## src/rtl/gpio_pin_filter12_pkg.sv

```systemverilog
// Shared constants and helpers for the GPIO pin input filter.
// Latency: n/a (compile-time constants and a pure function).
// Backpressure: n/a.
package gpio_filter_pkg12;

    localparam int DEF_WIDTH = 16;
    localparam int DEF_CNT_W = 8;
    localparam int DEF_PRE_W = 16;

    // A zero threshold would never be reachable by cnt+1, so it is read as
    // "accept on the first tick".
    function automatic int unsigned eff_thr_f(input int unsigned thr);
        return (thr == 0) ? 1 : thr;
    endfunction

endpackage

```

## src/rtl/gpio_pin_filter12_if.sv

```systemverilog
// Pad-side / config / filtered-pin bundle of the GPIO pin filter.
// Latency: n/a (wires only).
// Backpressure: none; all signals are level or strobe, no handshake.
// Optional glitch flag ports appear when GPIO_PIN_FILTER_GLITCH_FLAG_EN is defined.
interface gpio_pin_filter12_if
    import gpio_filter_pkg12::*;
#(
    parameter int WIDTH = DEF_WIDTH,
    parameter int CNT_W = DEF_CNT_W,
    parameter int PRE_W = DEF_PRE_W
);
    logic [WIDTH-1:0] pad_in12;
    logic [WIDTH-1:0] filter_en12;
    logic [CNT_W-1:0] threshold12;
    logic [PRE_W-1:0] prescale12;
    logic [WIDTH-1:0] pin_filt12;
    logic             tick12;
`ifdef GPIO_PIN_FILTER_GLITCH_FLAG_EN
    logic             glitch_clr12;
    logic [WIDTH-1:0] glitch_seen12;

    modport master (
        output pad_in12, filter_en12, threshold12, prescale12, glitch_clr12,
        input  pin_filt12, tick12, glitch_seen12
    );
    modport slave (
        input  pad_in12, filter_en12, threshold12, prescale12, glitch_clr12,
        output pin_filt12, tick12, glitch_seen12
    );
`else
    modport master (
        output pad_in12, filter_en12, threshold12, prescale12,
        input  pin_filt12, tick12
    );
    modport slave (
        input  pad_in12, filter_en12, threshold12, prescale12,
        output pin_filt12, tick12
    );
`endif
endinterface

```

## src/rtl/gpio_pin_filter12_cell.sv

```systemverilog
// One pin: 2-flop synchroniser, tick-counted stability filter, optional sticky glitch flag.
// Latency: 3 cycles pad to pin_o in bypass; filtered adds eff_thr sample ticks.
// Backpressure: none; the pin value is always presented. Glitch flag: GPIO_PIN_FILTER_GLITCH_FLAG_EN.
module gpio_pin_filter_cell12
    import gpio_filter_pkg12::*;
#(
    parameter int CNT_W = DEF_CNT_W
) (
    input  logic             pclk12,
    input  logic             n_reset12,
    input  logic             pad_i,
    input  logic             filt_en_i,
    input  logic             tick_i,
    input  logic [CNT_W-1:0] eff_thr_i,
`ifdef GPIO_PIN_FILTER_GLITCH_FLAG_EN
    input  logic             glitch_clr_i,
    output logic             glitch_seen_o,
`endif
    output logic             pin_o
);
    logic             sync_a_q;
    logic             sync_b_q;
    logic             stable_q;
    logic             stable_d;
    logic [CNT_W-1:0] cnt_q;
    logic [CNT_W-1:0] cnt_d;
    logic [CNT_W:0]   cnt_inc;

    // Two-stage synchroniser; only sync_b_q is trusted downstream.
    always_ff @(posedge pclk12 or negedge n_reset12) begin
        if (!n_reset12) begin
            sync_a_q <= 1'b0;
            sync_b_q <= 1'b0;
        end else begin
            sync_a_q <= pad_i;
            sync_b_q <= sync_a_q;
        end
    end

    // Accept a differing level only after eff_thr consecutive differing ticks;
    // any return to the stable level discards the partial count.
    always_comb begin
        stable_d = stable_q;
        cnt_d    = cnt_q;
        cnt_inc  = {1'b0, cnt_q} + (CNT_W+1)'(1);
        if (!filt_en_i) begin
            stable_d = sync_b_q;
            cnt_d    = '0;
        end else if (sync_b_q == stable_q) begin
            cnt_d    = '0;
        end else if (tick_i) begin
            // >= rather than == so a threshold lowered below the count still accepts.
            if (cnt_inc >= {1'b0, eff_thr_i}) begin
                stable_d = sync_b_q;
                cnt_d    = '0;
            end else begin
                cnt_d    = cnt_inc[CNT_W-1:0];
            end
        end
    end

    // Stable value and stability counter.
    always_ff @(posedge pclk12 or negedge n_reset12) begin
        if (!n_reset12) begin
            stable_q <= 1'b0;
            cnt_q    <= '0;
        end else begin
            stable_q <= stable_d;
            cnt_q    <= cnt_d;
        end
    end

    assign pin_o = stable_q;

`ifdef GPIO_PIN_FILTER_GLITCH_FLAG_EN
    logic glitch_seen_q;
    logic glitch_seen_d;
    logic glitch_set;

    // A glitch is a change that started counting but fell back before acceptance;
    // a set in the same cycle as a clear wins.
    always_comb begin
        glitch_set    = filt_en_i && (cnt_q != '0) && (sync_b_q == stable_q);
        glitch_seen_d = glitch_set | (glitch_seen_q & ~glitch_clr_i);
    end

    // Sticky glitch flag register.
    always_ff @(posedge pclk12 or negedge n_reset12) begin
        if (!n_reset12) begin
            glitch_seen_q <= 1'b0;
        end else begin
            glitch_seen_q <= glitch_seen_d;
        end
    end

    assign glitch_seen_o = glitch_seen_q;
`endif

endmodule

```

## src/rtl/gpio_pin_filter12.sv

```systemverilog
// GPIO pad input filter: shared sample-tick prescaler plus WIDTH per-pin filter cells.
// Latency: 3 cycles pad to pin_filt12 when bypassed; filtered pins add eff_thr ticks.
// Backpressure: none; outputs are registered levels. Glitch flag: GPIO_PIN_FILTER_GLITCH_FLAG_EN.
module gpio_pin_filter12
    import gpio_filter_pkg12::*;
#(
    parameter int WIDTH = DEF_WIDTH,
    parameter int CNT_W = DEF_CNT_W,
    parameter int PRE_W = DEF_PRE_W
) (
    input  logic                pclk12,
    input  logic                n_reset12,
    gpio_pin_filter12_if.slave  bus
);
    logic [PRE_W-1:0] pre_cnt_q;
    logic [PRE_W-1:0] pre_cnt_d;
    logic             tick;
    logic [CNT_W-1:0] eff_thr;
    logic [WIDTH-1:0] pin_filt;

    // Tick whenever the count has reached the period; >= keeps a lowered
    // prescale from stranding the counter above it.
    always_comb begin
        tick      = (pre_cnt_q >= bus.prescale12);
        pre_cnt_d = tick ? '0 : pre_cnt_q + PRE_W'(1);
    end

    // Prescaler counter.
    always_ff @(posedge pclk12 or negedge n_reset12) begin
        if (!n_reset12) begin
            pre_cnt_q <= '0;
        end else begin
            pre_cnt_q <= pre_cnt_d;
        end
    end

    // Held low during reset even when prescale12 is 0.
    assign bus.tick12 = tick & n_reset12;

    assign eff_thr = CNT_W'(eff_thr_f(32'(bus.threshold12)));

`ifdef GPIO_PIN_FILTER_GLITCH_FLAG_EN
    logic [WIDTH-1:0] glitch_seen;
    assign bus.glitch_seen12 = glitch_seen;
`endif

    for (genvar i = 0; i < WIDTH; i++) begin : g_pin
        gpio_pin_filter_cell12 #(
            .CNT_W (CNT_W)
        ) u_cell (
            .pclk12        (pclk12),
            .n_reset12     (n_reset12),
            .pad_i         (bus.pad_in12[i]),
            .filt_en_i     (bus.filter_en12[i]),
            .tick_i        (tick),
            .eff_thr_i     (eff_thr),
`ifdef GPIO_PIN_FILTER_GLITCH_FLAG_EN
            .glitch_clr_i  (bus.glitch_clr12),
            .glitch_seen_o (glitch_seen[i]),
`endif
            .pin_o         (pin_filt[i])
        );
    end

    assign bus.pin_filt12 = pin_filt;

endmodule
```

## src/flat_wrapper.sv

```systemverilog
// flat-port wrapper written by rule: the top's interface ports become plain ports
module gpio_pin_filter12_flat import gpio_filter_pkg12::*;
#(
    parameter int WIDTH = DEF_WIDTH,
    parameter int CNT_W = DEF_CNT_W,
    parameter int PRE_W = DEF_PRE_W
)
  (pclk12, n_reset12, bus_pad_in12, bus_filter_en12, bus_threshold12, bus_prescale12, bus_pin_filt12, bus_tick12);
  gpio_pin_filter12_if #(.WIDTH(WIDTH), .CNT_W(CNT_W), .PRE_W(PRE_W)) bus_i ();
  input  logic pclk12;
  input  logic n_reset12;
  input wire logic [$bits(bus_i.pad_in12)-1:0] bus_pad_in12;
  input wire logic [$bits(bus_i.filter_en12)-1:0] bus_filter_en12;
  input wire logic [$bits(bus_i.threshold12)-1:0] bus_threshold12;
  input wire logic [$bits(bus_i.prescale12)-1:0] bus_prescale12;
  output wire logic [$bits(bus_i.pin_filt12)-1:0] bus_pin_filt12;
  output wire logic [$bits(bus_i.tick12)-1:0] bus_tick12;
  assign bus_i.pad_in12 = bus_pad_in12;
  assign bus_i.filter_en12 = bus_filter_en12;
  assign bus_i.threshold12 = bus_threshold12;
  assign bus_i.prescale12 = bus_prescale12;
  assign bus_pin_filt12 = bus_i.pin_filt12;
  assign bus_tick12 = bus_i.tick12;
  gpio_pin_filter12 #(.WIDTH(WIDTH), .CNT_W(CNT_W), .PRE_W(PRE_W)) u_core (.pclk12(pclk12), .n_reset12(n_reset12), .bus(bus_i));
endmodule
```

## config.mk

```make
export PLATFORM = sky130hd
export DESIGN_NAME = gpio_pin_filter12_flat
export DESIGN_NICKNAME = d
export VERILOG_FILES = /design/src/rtl/gpio_pin_filter12_pkg.sv /design/src/rtl/gpio_pin_filter12_if.sv /design/src/rtl/gpio_pin_filter12_cell.sv /design/src/rtl/gpio_pin_filter12.sv /design/src/flat_wrapper.sv
export SDC_FILE = /design/constraint.sdc
export NUM_CORES = 1
export LEC_CHECK = 0
export ABC_AREA = 1
export CORE_MARGIN = 2
export CORE_UTILIZATION = 35
export CTS_CLUSTER_SIZE = 30
export DETAILED_ROUTE_END_ITERATION = 12
export GPL_ROUTABILITY_DRIVEN = 1
export SLEW_MARGIN = 20
export SYNTH_ARGS = -nofsm -noshare
export SYNTH_HDL_FRONTEND = slang
export SYNTH_SLANG_ARGS = --single-unit
```

## constraint.sdc

```tcl
create_clock -name pclk12 -period 2.4 [get_ports pclk12]
set_input_delay 0.36 -clock pclk12 [delete_from_list [all_inputs] [get_ports pclk12]]
set_output_delay 0.36 -clock pclk12 [all_outputs]
set_load 0.02 [all_outputs]
```

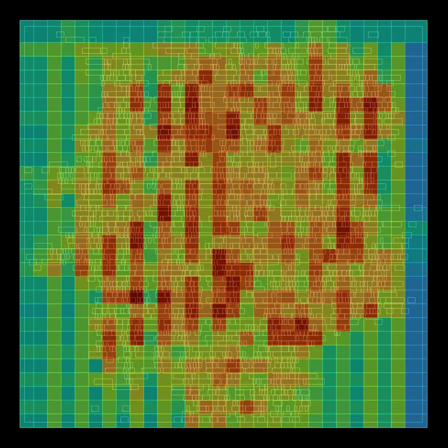
**Above:** run 1 (routing congestion map).
global routing met3 resource utilization: 3.33%
routing layer with the top usage in global route: met2
core utilization of the finished layout: 49.9%
global-route met1 utilization: 23.1%

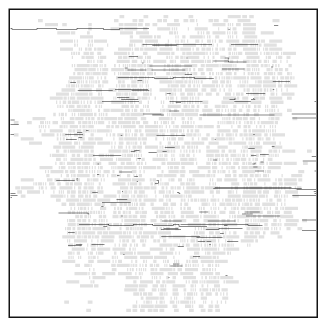
**Above:** run 1 (met3 routing).
Scale: 1.5 px per µm.
wire length on this layer: 1410 µm
nets with wire on the layer: 84
main direction: horizontal
share of all routed wire: 3.5%
longest straight run: 58.7 µm
final wirelength: 40700 µm
DR vias: 13500

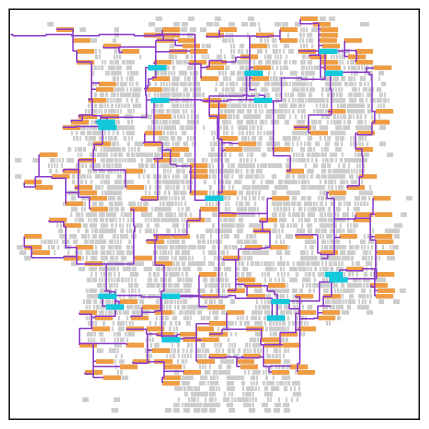
**Above:** run 1 (routed clock nets over the placement).
Scale: 2 px per µm.
legend:
  orange:
    item: flip-flops
    count: 192
  cyan:
    item: clock-net drivers
    count: 17
  purple:
    item: clock wires
    length: 2880 µm
flops lie: widely spread
Worst Clk Skew: 0.0133 ns
Insertion Delay late pin: 0.46 ns
clock group total power: 0.00304 W
Clk network pwr share: 35.2%

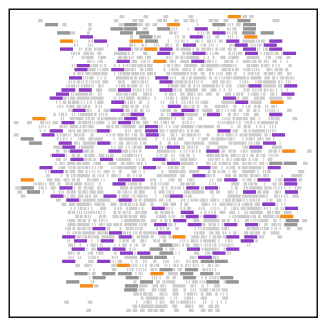
**Above:** run 1 (register map, names as in the netlist).
Scale: 1.5 px per µm. Other sequential cells in the stronger grey, the rest of the logic in the fainter grey.
legend:
  orange:
    signal: u_core.g_pin.u_cell.pin_o
    flops: 16
    where: widely spread
  purple:
    signal: u_core.g_pin.u_cell.cnt_q
    flops: 128
    where: widely spread
FF+latch area: 4810 µm²
sequential power: 0.00356 W
fraction of standard cell area that is sequential: 24.3%

==> tab_implementation.tex, run 1 <==
% Auto-generated results table
\begin{tabular}{lr}
\hline
Metric & Value \\
\hline
\multicolumn{2}{l}{\textbf{Power and ir drop}} \\
\quad P\_leak & 9.80 nW \\
\quad Power Density & approximately 440 nW/µm² \\
\quad Peak VDD IR & approximately 0.45 mV \\
\multicolumn{2}{l}{\textbf{Finish}} \\
\quad Most numerous logic cells after layout & nand2\_1 (503), inv\_1 (265), buf\_4 (221), dfrtp\_1 (186), nand3\_1 (111) \\
\quad Top reg by flops & u\_core.g\_pin.u\_cell.cnt\_q \\
\quad Number of ordinary and repair buffers in the finished layout & about 320 \\
\quad Dominant class by area & logic gates \\
\quad Most common library cell in the layout ignoring fill and taps & nand2\_1 \\
\quad Fraction of final layout cells sized beyond drive strength 1 & about 29\% \\
\quad Layout clock buffers & 19 \\
\quad ANT cells & 0 \\
\quad FILL cells & about 3700 \\
\quad Area added between synthesis and finish & 41.0\% \\
\quad FF+latch count & between 150 and 200 \\
\quad Non-clk buf share & 14.2\% \\
\quad Final design instance area without fill & 19800 µm² \\
\multicolumn{2}{l}{\textbf{Global routing}} \\
\quad Total routing usage reported by global routing & 18.4\% \\
\quad Antenna violations before repair & 1 \\
\quad Global-route congestion overflow total & 0 \\
\quad Wire length of the first global-routing pass & 62000 µm \\
\quad Maximum number of pins on one net before global-route repair & 82 \\
\multicolumn{2}{l}{\textbf{CTS}} \\
\quad Number of buffers on the longest clock path & 2 \\
\quad Quantity of hold-fixing buffers added after cts & 0 \\
\quad Buffers inserted by post-CTS timing repair & 22 \\
\quad PostCTS Resize Cnt & 98 \\
\quad TritonCTS buffer count & 17 \\
\quad Htree depth & 4 \\
\quad TritonCTS clock tree & done \\
\quad Root buffer cell & clkbuf\_16 \\
\quad Sinks on Clock Net & around 190 \\
\multicolumn{2}{l}{\textbf{Critical path}} \\
\quad Category of the worst setup path capture point & register \\
\quad Worst reg2reg startpoint & u\_core.g\_pin[7].u\_cell.cnt\_q[1]\$\_DFFE\_PN0P\_ \\
\quad Worst-path fanout max & 3 \\
\quad Critical Path Sink & u\_core.g\_pin[7].u\_cell.pin\_o\$\_DFFE\_PN0P\_ \\
\quad R2r worst-path depth & 17 \\
\quad Largest stage delay, worst path & $\sim$0.38 ns \\
\quad Nature of the critical path startpoint & register \\
\quad Cells traversed along the worst timing path & ha\_2 -> nand2\_2 -> nor2\_4 -> buf\_6 -> xnor2\_2 -> inv\_2 -> ha\_4 -> nand2\_2 -> or2\_2 -> nor2\_1 -> nand2\_1 -> nand4\_1 -> buf\_6 -> buf\_6 -> nand2\_4 -> nand3\_1 -> nand2\_1 \\
\quad Setup CP Type & reg -> reg \\
\quad Startpoint of the worst setup timing path & u\_core.g\_pin[7].u\_cell.cnt\_q[1]\$\_DFFE\_PN0P\_ \\
\multicolumn{2}{l}{\textbf{Timing}} \\
\quad Slew at the pin closest to its max-slew limit & 0.938 ns \\
\quad Final-layout setup total negative slack & -0.00457 ns \\
\quad Period utilisation layout & 100\% \\
\quad Final critical-path setup slack & -0.00457 ns \\
\quad Final setup vio count & 1 \\
\quad Worst hold-check slack & 0.00690 ns \\
\quad Clock period minus worst slack & between 2 and 2.5 ns \\
\quad Slew Viols, Final & 0 \\
\multicolumn{2}{l}{\textbf{Status}} \\
\quad Violated checks & setup timing \\
\quad Result of the run & complete, but fails checks \\
\multicolumn{2}{l}{\textbf{Placement}} \\
\quad Half-perimeter wire length of the detailed placement result & between 20000 and 30000 µm \\
\multicolumn{2}{l}{\textbf{Floorplan}} \\
\quad Row count & about 73 \\
\quad Number of top-level design ports & around 75 \\
\quad Die width & 204 µm \\
\quad Standard cell core area & slightly below 40000 µm² \\
\multicolumn{2}{l}{\textbf{Logic synthesis}} \\
\quad Netlist area before placement & approximately 14000 µm² \\
\quad Flops \& latches, synth & $\sim$190 \\
\quad Count of instantiated cells in the yosys netlist & around 1900 \\
\quad Count of different cell masters after synthesis & between 40 and 50 \\
\quad Proportion of synthesized chip area in sequential cells & $\sim$34\% \\
\quad Synthesized area divided by synthesized cell count & 7.39 µm² \\
\multicolumn{2}{l}{\textbf{Min path}} \\
\quad Worst hold path class & in -> async \\
\multicolumn{2}{l}{\textbf{Route}} \\
\quad Vias per Instance & between 4 and 5 \\
\quad Wire length per cell & $\sim$15 µm \\
\quad Routed metal-1 wire length & about 18000 µm \\
\quad Sum of met2 wire segment lengths after detailed routing & $\sim$21000 µm \\
\quad WL met3 & approximately 1400 µm \\
\quad Number of detailed-routing iterations run before antenna repair & 6 \\
\hline
\end{tabular}
## run 1: synthesized netlist by cell type, drive strengths merged
cell type / instances / area share, %
clkinv: 1 / 0.027
nand4: 66 / 3.3
nand3: 180 / 6.7
xor2: 55 / 3.4
a31o: 3 / 0.19
a311oi: 1 / 0.062
nor4: 3 / 0.18
o211a: 1 / 0.071
o21a: 1 / 0.053
nand2: 547 / 15
a21o: 3 / 0.16
or2: 4 / 0.18
inv: 291 / 7.8
nor3: 27 / 1.1
o21ai: 81 / 2.9
o21bai: 2 / 0.11
dfrtp: 192 / 34
buf: 29 / 1.8
ha: 145 / 13
and3: 2 / 0.089
o22ai: 15 / 0.67
xnor2: 35 / 2.2
a21oi: 73 / 2.6
a41o: 1 / 0.071
nor2: 126 / 3.9
nand3b: 13 / 0.69
o211ai: 2 / 0.11
## run 1: power by group
part | total [W] | internal (W) | leakage (nW) | switching (W)
Combinational | 0.00205 | 0.000834 | 6.96 | 0.00121
Sequential | 0.00356 | 0.00340 | 2.56 | 0.000161
Clock | 0.00304 | 0.00167 | 0.294 | 0.00137
## run 1: cells by family after synthesis
kind of cell	count (synthesis)	share of synthesized area (%)
xor+xnor	90	5.61
buf+inv	321	9.56
flops	192	34.2
simple gates	968	30.7
compound gates	183	7.00
fa+ha+maj	145	12.9
## run 1: per-stage QoR
stage          instances  power [W]
2_1_floorplan       1899    0.00470
3_3_place_gp        2625    0.00539
3_5_place_dp        2625    0.00542
4_1_cts             2678    0.00851
5_1_grt             2748    0.00910
6_report            2748    0.00865
## run 1: layer usage
metal	global-route usage, %	vias up
met5	0	-
met4	6.29	2
met3	3.33	68
met2	31.6	207
met1	23.1	6433
li1	-	6806
==> run 1 -> run 2 <==
--- a/config.mk
+++ b/config.mk
@@ -15,3 +15,4 @@
 export SYNTH_ARGS = -nofsm -noshare
 export SYNTH_HDL_FRONTEND = slang
 export SYNTH_SLANG_ARGS = --single-unit
+export TNS_END_PERCENT = 50
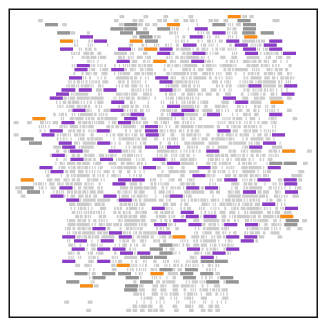
**Above:** run 2 (register map, names as in the netlist).
Scale: 1.5 px per µm. Other sequential cells in the stronger grey, the rest of the logic in the fainter grey.
legend:
  orange:
    signal: u_core.g_pin.u_cell.pin_o
    flops: 16
    where: widely spread
  purple:
    signal: u_core.g_pin.u_cell.cnt_q
    flops: 128
    where: widely spread
core utilization of the finished layout: 48.5%
FF+latch area: 4810 µm²
fraction of standard cell area that is sequential: 25.0%

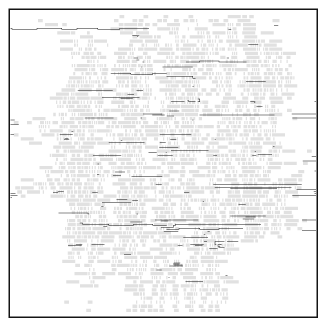
**Above:** run 2 (met3 routing).
Scale: 1.5 px per µm.
longest straight run: 58.7 µm
main direction: horizontal
share of all routed wire: 3.4%
wire length on this layer: 1350 µm
DR vias: 13300
final wirelength: 39800 µm

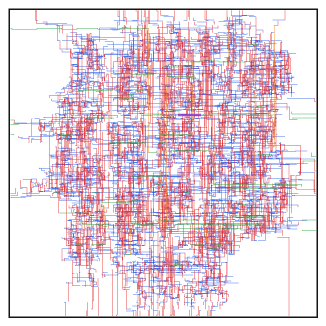
**Above:** run 2 (routed metal, one colour a layer).
Scale: 1.5 px per µm.
legend:
  blue:
    layer: M1
    wire_length: 17500 µm
  green:
    layer: M3
    wire_length: 1350 µm
  orange:
    layer: M4
    wire_length: 1040 µm
  red:
    layer: M2
    wire_length: 19800 µm
  purple:
    layer: M5
    wire_length: 13.8 µm
total routing usage reported by global routing: 18.3%
wire length per cell: 14.6 µm

==> run 2 against run 1 <==
  * Die area unchanged
  * Sequential share of layout area up 0.70 points
  * Highest routed layer unchanged
  * Combinational power down 5%
  * Critical path type unchanged
  * Largest cell class unchanged
  * Sequential power barely moved
  * Cell area decreased by 2.9%
  * Total power fell by 1.1%
  * Sequential cell count unchanged
  * The run still ends with setup timing left
==> tab_implementation.tex, run 2 <==
% Auto-generated results table
\begin{tabular}{lr}
\hline
Metric & Value \\
\hline
\multicolumn{2}{l}{\textbf{CTS}} \\
\quad TritonCTS buffer count & 17 (unchanged) \\
\quad PostCTS Resize Cnt & 90 (was 98) \\
\quad Buffers inserted by post-CTS timing repair & 17 (was 22) \\
\quad Number of buffers on the longest clock path & 2 (unchanged) \\
\quad Htree depth & 4 (unchanged) \\
\quad Insertion Delay late pin & 0.46 ns (about the same) \\
\quad Root buffer cell & clkbuf\_16 (unchanged) \\
\quad Quantity of hold-fixing buffers added after cts & 0 (unchanged) \\
\quad Sinks on Clock Net & 192 (unchanged) \\
\quad TritonCTS clock tree & done (unchanged) \\
\multicolumn{2}{l}{\textbf{Logic synthesis}} \\
\quad Count of different cell masters after synthesis & 41 (unchanged) \\
\quad Area contributors post-synth & dfrtp\_1 (34\%), nand2\_1 (15\%), ha\_1 (13\%), inv\_1 (7.7\%), nand3\_1 (6.2\%) (unchanged) \\
\quad Largest area contributor in the netlist & dfrtp\_1 (unchanged) \\
\quad Netlist area before placement & 14000 µm² (unchanged) \\
\quad Fraction of registers with async set or reset after synthesis & 100\% (unchanged) \\
\quad Top cell area share & 34.2\% (unchanged) \\
\quad Most frequent cells after synthesis & nand2\_1 (546), inv\_1 (288), dfrtp\_1 (192), nand3\_1 (173), ha\_1 (145) (unchanged) \\
\quad Most frequently used cell type in the post-synthesis netlist & nand2\_1 (unchanged) \\
\quad Number of enable flip-flop cells & 0 (unchanged) \\
\quad Count of instantiated cells in the yosys netlist & 1899 (unchanged) \\
\quad Primary flip-flop cell chosen by synthesis mapping & dfrtp\_1 (unchanged) \\
\quad Flops \& latches, synth & 192 (unchanged) \\
\quad Proportion of synthesized chip area in sequential cells & 34.2\% (unchanged) \\
\quad Synthesized area divided by synthesized cell count & 7.39 µm² (unchanged) \\
\multicolumn{2}{l}{\textbf{Placement}} \\
\quad Last weighted congestion value of the routability-driven placer & 0.848 (unchanged) \\
\quad Half-perimeter wire length of the detailed placement result & 27200 µm (unchanged) \\
\quad Cell total after placement & 2625 (unchanged) \\
\multicolumn{2}{l}{\textbf{Power and ir drop}} \\
\quad Internal power & 0.00585 W (was 0.00590 W) \\
\quad Power Total & 0.00855 W (was 0.00865 W) \\
\quad Switching fraction of total power & 31.6\% (was 31.7\%) \\
\quad Power Density & 445 nW/µm² (was 437 nW/µm²) \\
\quad P\_leak & 9.64 nW (was 9.80 nW) \\
\quad Switching power of the nets & 0.00270 W (was 0.00274 W) \\
\quad Combinational cell power & 0.00194 W (was 0.00205 W) \\
\quad Sequential cell fraction of total power & 41.7\% (was 41.1\%) \\
\quad Sequential power & 0.00356 W (about the same) \\
\quad Clock group total power & 0.00304 W (about the same) \\
\quad Share of total power in combinational logic & 22.7\% (was 23.7\%) \\
\quad Clk network pwr share & 35.6\% (was 35.2\%) \\
\quad Largest power group & sequential cells (unchanged) \\
\quad Peak VDD IR & 0.482 mV (was 0.450 mV) \\
\multicolumn{2}{l}{\textbf{Global routing}} \\
\quad Antenna violations before repair & 1 (unchanged) \\
\quad Met2 global-route usage & 31.5\% (was 31.6\%) \\
\quad Wire length of the first global-routing pass & 61900 µm (was 62000 µm) \\
\quad Global-route met1 utilization & 23.1\% (about the same) \\
\quad Maximum number of pins on one net before global-route repair & 82 (unchanged) \\
\quad Global routing met3 resource utilization & 3.33\% (unchanged) \\
\quad Global-route congestion overflow total & 0 (unchanged) \\
\quad Routing layer with the top usage in global route & met2 (unchanged) \\
\multicolumn{2}{l}{\textbf{Floorplan}} \\
\quad Row count & 73 (unchanged) \\
\quad Number of top-level design ports & 75 (unchanged) \\
\quad Standard cell core area & 39600 µm² (unchanged) \\
\quad Die width & 204 µm (unchanged) \\
\multicolumn{2}{l}{\textbf{Route}} \\
\quad Routed metal-1 wire length & 17500 µm (was 17700 µm) \\
\quad WL met3 & 1350 µm (was 1410 µm) \\
\quad Sum of met2 wire segment lengths after detailed routing & 19800 µm (was 20600 µm) \\
\quad Antenna violation net count after detailed routing & 0 (unchanged) \\
\quad Vias per Instance & 4.89 (was 4.92) \\
\quad Number of detailed-routing iterations run before antenna repair & 6 (unchanged) \\
\multicolumn{2}{l}{\textbf{Job}} \\
\quad Total number of warnings across the stage logs & 28 (unchanged) \\
\multicolumn{2}{l}{\textbf{Finish}} \\
\quad FILL cells & 3779 (was 3693) \\
\quad Most common library cell in the layout ignoring fill and taps & nand2\_1 (unchanged) \\
\quad Fraction of final layout cells sized beyond drive strength 1 & 25.3\% (was 29.3\%) \\
\quad Top reg by flops & u\_core.g\_pin.u\_cell.cnt\_q (unchanged) \\
\quad Final design instance area without fill & 19200 µm² (was 19800 µm²) \\
\quad Area added between synthesis and finish & 36.9\% (was 41.0\%) \\
\quad ANT cells & 0 (unchanged) \\
\quad Most numerous logic cells after layout & nand2\_1 (509), inv\_1 (272), buf\_4 (199), dfrtp\_1 (189), nand3\_1 (134) (was nand2\_1 (503), inv\_1 (265), buf\_4 (221), dfrtp\_1 (186), nand3\_1 (111)) \\
\multicolumn{2}{l}{\textbf{Min path}} \\
\quad Worst hold path class & in -> async (unchanged) \\
\multicolumn{2}{l}{\textbf{Critical path}} \\
\quad Setup CP Type & reg -> reg (unchanged) \\
\quad Startpoint of the worst setup timing path & u\_core.g\_pin[2].u\_cell.cnt\_q[0]\$\_DFFE\_PN0P\_ (was u\_core.g\_pin[7].u\_cell.cnt\_q[1]\$\_DFFE\_PN0P\_) \\
\quad Category of the worst setup path capture point & register (unchanged) \\
\quad Worst reg2reg startpoint & u\_core.g\_pin[2].u\_cell.cnt\_q[0]\$\_DFFE\_PN0P\_ (was u\_core.g\_pin[7].u\_cell.cnt\_q[1]\$\_DFFE\_PN0P\_) \\
\quad Worst-path fanout max & 8 (was 3) \\
\quad Nature of the critical path startpoint & register (unchanged) \\
\quad Largest stage delay, worst path & 0.40 ns (was 0.38 ns) \\
\quad Cells traversed along the worst timing path & ha\_2 -> nand2\_2 -> nor2\_4 -> buf\_6 -> xnor2\_1 -> inv\_1 -> ha\_4 -> nand2\_1 -> inv\_1 -> nand3\_1 -> nand2\_1 -> nand2\_1 -> nand2\_2 -> nor2\_4 -> nand4\_4 -> o21ai\_2 (was ha\_2 -> nand2\_2 -> nor2\_4 -> buf\_6 -> xnor2\_2 -> inv\_2 -> ha\_4 -> nand2\_2 -> or2\_2 -> nor2\_1 -> nand2\_1 -> nand4\_1 -> buf\_6 -> buf\_6 -> nand2\_4 -> nand3\_1 -> nand2\_1) \\
\multicolumn{2}{l}{\textbf{Status}} \\
\quad Violated checks & setup timing (unchanged) \\
\quad Result of the run & complete, but fails checks (unchanged) \\
\multicolumn{2}{l}{\textbf{Timing}} \\
\quad Slew Viols, Final & 0 (unchanged) \\
\quad Final critical-path setup slack & -0.0121 ns (was -0.00457 ns) \\
\quad Period utilisation layout & 101\% (was 100\%) \\
\quad Final setup vio count & 2 (was 1) \\
\quad Worst hold-check slack & 0.00207 ns (was 0.00690 ns) \\
\quad Clock period minus worst slack & 2.41 ns (was 2.40 ns) \\
\quad Final-layout setup total negative slack & -0.0141 ns (was -0.00457 ns) \\
\quad Slew at the pin closest to its max-slew limit & 0.926 ns (was 0.938 ns) \\
\quad Worst Clk Skew & 0.0130 ns (was 0.0133 ns) \\
\hline
\end{tabular}
[run 2: worst max-delay path: cells and delay by family (launching register included)]
kind	cells	cell delay, ns
and+or+nand+nor	9	0.91
adders and majority gates	2	0.45
DFF	1	0.40
buffers and inverters	3	0.26
AOI/OAI and AO/OA	1	0.20
xor gates and xnor gates	1	0.11
[run 2: layout make-up]
| cell class | instances | area [µm²] | area share [%] |
|---|---|---|---|
| tap | 525 | 657 | 3.42 |
| timing repair buffer | 300 | 2660 | 13.8 |
| inverter | 292 | 1100 | 5.71 |
| clock buffer | 19 | 443 | 2.30 |
| sequential | 192 | 4810 | 25.0 |
| multi-input combinational | 1387 | 9410 | 48.9 |
| clock inverter | 12 | 160 | 0.833 |
[run 2: worst paths after layout]
| check | slack, ns | cells after the start | endpoint |
|---|---|---|---|
| worst max-delay path | -0.01 | 16 | u_core.g_pin[2].u_cell.cnt_q[3]$_DFFE_PN0P_ |
| worst min-delay path | 0.002 | 2 | u_core.g_pin[6].u_cell.pin_o$_DFFE_PN0P_ |
| worst max register to register | -0.01 | 16 | u_core.g_pin[2].u_cell.cnt_q[3]$_DFFE_PN0P_ |
| worst min register to register | 0.35 | 0 | u_core.g_pin[9].u_cell.sync_b_q$_DFF_PN0_ |
| max in group asynchronous | 1.49 | 2 | u_core.g_pin[15].u_cell.cnt_q[0]$_DFFE_PN0P_ |
| min in group pclk12 | 0.33 | 1 | u_core.g_pin[10].u_cell.sync_a_q$_DFF_PN0_ |
[run 2: kinds of logic after synthesis]
logic type               synth area share, %
AND/OR/NAND/NOR                         30.7
buffers and inverters                   9.56
flip-flops                              34.2
AND-OR/OR-AND                           7.00
adder cells (fa/ha/maj)                 12.9
XOR/XNOR                                5.61
Power figures rest on the tool's default switching activity, not on a simulated workload.
